Design pat_frame_gen, sky130hd; sources not shown.
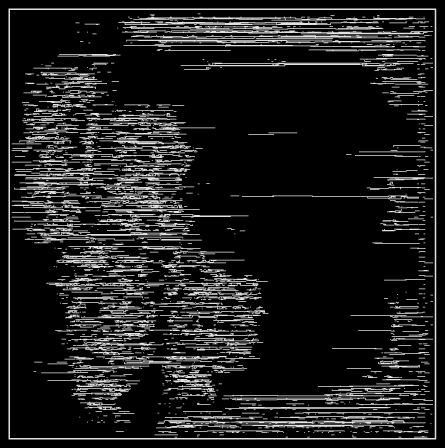
**Above:** signal wires on met1.
The layer holds 42% of the routed length. The wires run mostly horizontal.
met1 Use GR: 17.4%
Post-Route WL: 49.7 mm
total number of vias: 13000

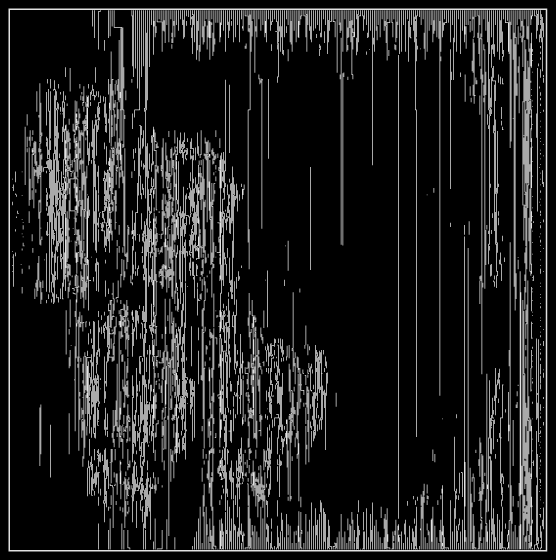
**Above:** M2 wires.
The wires run mostly vertical. The layer carries 25.7 mm of wire. The longest straight run is 218 microns. The layer holds 52% of the routed length.
grt met2 use: 27.0%

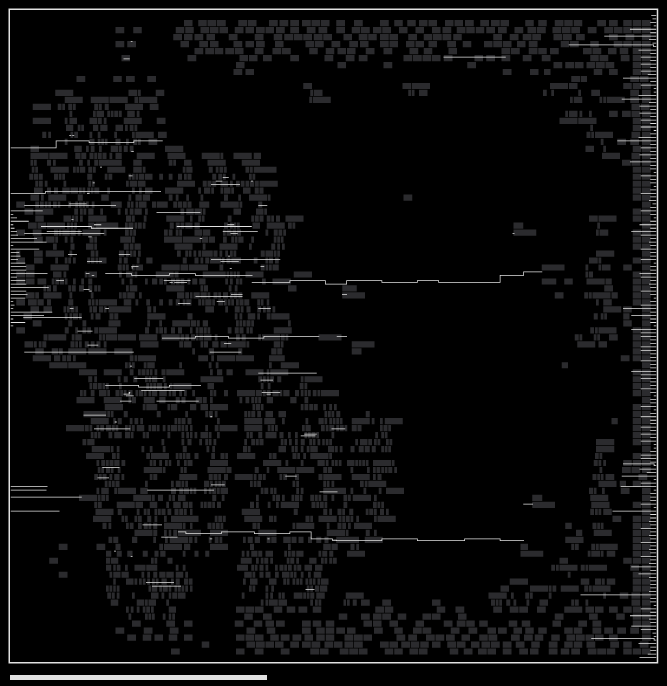
**Above:** metal 3.
Scale bar: 100 microns. Cells faint in the background.
291 nets have wire on it. The layer carries 2290 microns of wire. The wires run mostly horizontal.
met3 Use GR: 2.73%

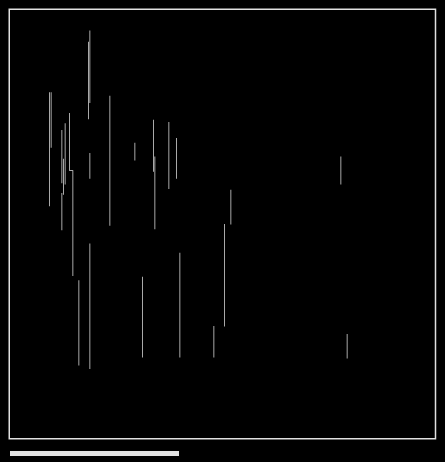
**Above:** the metal 4 layer.
Scale bar: 100 microns.
The layer holds 2.0% of the routed length. The longest straight run is 76.8 microns.

==> Changelog: implementation <==
### Implementation results

* WHS at between 200 and 250 ps
* Clk latency late pin at roughly 480 ps
* HP Class: in2reg
* Synth area leader: buf_4
* Clock group power at around 2400 uW
* RSZ-0062 raised after global routing: no
* Req. time, crit path at between 2000 and 3000 ps
* Antenna diodes at 0
* Post-CTS Setup Bufs at 0
* Core region area at just over 60000 sq um
* Logic area at around 6100 sq um
* CTS Buf Count at 17
* Largest cell class: buffers
* Fraction of layout cells with a size suffix above 1 at 4.84%
* FF-to-FF path depth at 17
* PD cells at a little under 500 nW/um^2
* Clock tree from TritonCTS: yes
* Switching part of the total power at a little over two fifths
* Achievable Freq at about 370 MHz
* Die y size at ~250 microns
* Post-synth area hogs: buf_4 26%, dfxtp_1 24%, nand2_1 12%, nor2_1 6.1%, nand3_1 4.5%
* Max-cap viol count at 0
* Top FF cell, synth: dfxtp_1
* Top logic cell family in the synthesized netlist: buffers and inverters
* Vias/cell at approximately 4.3
* Post-synth tally of flip-flops with integrated enable at 0
* Flop pwr share at 29.5%
* Fin worst setup slack at ~190 ps
* Post-synth seq share at 23.7%
* Maximum fanout along the worst path at 7
* Area after DPL at about 17000 sq um
* Yosys adder share at approximately 1.2%
* Avg Inst Size Synth at 6.58 sq um
* Top cell area share at between 20% and 30%
* First-pass GRT wire length at 72.9 mm
* Vias in the first global route at approximately 12000
* NetSw at about 3800 uW
* Drt wl/cell at roughly 16 microns
* DIE AREA at 64000 sq um
* Flop+latch power at 2620 uW
* Final Wtd Congestion at 0.904
* Row Count at 91
* CP Launch Type: flop
* Post-synthesis cell count at approximately 2100
* Worst reg2reg setup slack at 360 ps
* Post-synth net total at approximately 2200
* Area Growth Syn to Fin at 32.0%
* #FFs+latches synth at approximately 160
* Die width at around 250 microns
* Worst slew pin tran at slightly above 900 ps
* Clock buffers at 18
* Final Cell Area at roughly 18000 sq um
* Total Power at slightly below 9000 uW
* Pins Over Slew Limit at 0
* Worst slack at placement at 75.2 ps
* Hold Violations, Final at 0
* Clk slew on worst S/H paths at 70 ps
* Worst VDD drop at 516 uV
* Top Consumer: combinational logic
* Drt first-iter violations at 707
* FP Util at between 20% and 30%
* Clock Tree Root: clkbuf_16
* MI comb cells at approximately 1200
* Setup TNS Final at 0 ps
* Htree depth at 4
* Register area at between 3000 and 4000 sq um
* DRT Pass-1 Iters at 5
* Routed Antenna Nets at 0
* Synth Warn # at 0
* Initial antenna violation count at 0
* Slew HR at between 30% and 40%
* Post-synth cell types at a little over 40
* Flop Count at around 160
* WHS Path Cells at 4
* Clk buf depth at 2
* Complex Gates by Area at under 10%
* Crit path time final at 2710 ps
* Combinational Power at approximately 4000 uW
* N_taps at roughly 790
* Filler Cell Count at ~6600
* Combinational Power Share at 43.7%
* Clk cell area share at between 3 and 4%
* Clock network fraction of design power at between 20 and 30%
* Yosys xor share at 5.62%
* Post-Syn Area at ~14000 sq um
* Yosys cell count at around 2100
* YS chip area at around 14000 sq um
* Simple share at 28.6%
* MUX share of area at 0%
* CP Class: reg2out
* Logic share of the area at 33.5%
* NonClk Buf Share at a little under two fifths
* Non-clk bufs at 674
* Status: completed
* Post-layout util at a little under 30%
* Dpl hpwl at 39.3 mm
* Final nets at between 2000 and 2500
* Flop share of the area at between 10% and 20%
* I/O pins at roughly 630
* Final Setup Violations at 0
* CTS Hold Bufs at 0
* Leak at 0.00722 uW
* Clock skew at about 14 ps
* OpenROAD warning count at 32
* Crit. End Element: primary output
* Pint at between 5000 and 6000 uW
* Ys async rst share at 0%
* Largest net degree at the start of global routing at about 73
* Critical path arrival at ~2400 ps
* Total gr overflow at 0
* I/O Buffers at 633
* Period utilisation layout at between 90% and 100%
* Drc violations at 0
* Sink Count at 162
* Placed Cells at approximately 3000
* Total Routing Usage GR at roughly 15%
* Inverters at between 100 and 150
* Tally of non-filler cells in the final layout at around 3000
[layer usage]
metal	global-route usage, %	up-vias	share of wire (%)
li1	-	6492	-
met1	17.4	6078	42
met2	27.0	389	52
met3	2.73	57	4.6
met4	4.45	0	2.0
met5	0	-	0
[critical path: stages, from the launching register on]
cell and delay, ps:
dfxtp_1 330, inv_1 150, ha_1 230, nand2_1 70, nor2_1 110, nand2_1 190, nor2_1 200, nand4_1 100
nand2_1 170, dlygate4sd2_1 420
[Yosys cell counts (2+ instances only)]
cell	instances
buf_2	19
nor3b_1	2
dfxtp_1	162
a31oi_1	6
nand2_2	2
ha_1	13
nand3b_1	3
buf_1	3
buf_6	5
nand3_2	9
a21oi_1	113
nor2_2	6
nand3_1	124
nor2_1	223
nor4_1	13
or2_2	8
nor3_1	30
o21ai_0	107
inv_1	134
xor2_1	57
buf_4	483
nor2_4	3
nand2_1	439
inv_2	2
clkbuf_1	28
xnor2_1	31
nand4_1	44
clkinv_1	2
[cells in the final DEF (no fill, tap or decap), types with 2 or more instances in the layout]
cell type        instances
nand2_1                439
buf_4                   38
nor2_2                   6
nor4_1                  12
clkinv_2                 2
nand2_2                  2
clkinv_1                 2
xnor2_1                 31
nand3b_1                 3
nand3_1                124
nor3b_1                  2
inv_2                    2
clkinv_8                 2
or2_2                    8
a21oi_1                113
clkdlybuf4s50_1        629
inv_6                    5
nor3_1                  30
ha_1                    13
buf_12                   3
clkbuf_16               17
inv_8                    3
dfxtp_1                162
inv_1                  133
nand3_2                  9
nor2_4                   3
xor2_1                  57
nand4_1                 44
nor2_1                 223
a31oi_1                  6
o21ai_0                107
[what timing repair did]
item                       in CTS  in global routing
gates cloned                    0                  0
gates resized                   4                  4
pin swaps                       0                  0
setup endpoints to repair       2                  2
Power figures rest on the tool's default switching activity, not on a simulated workload.
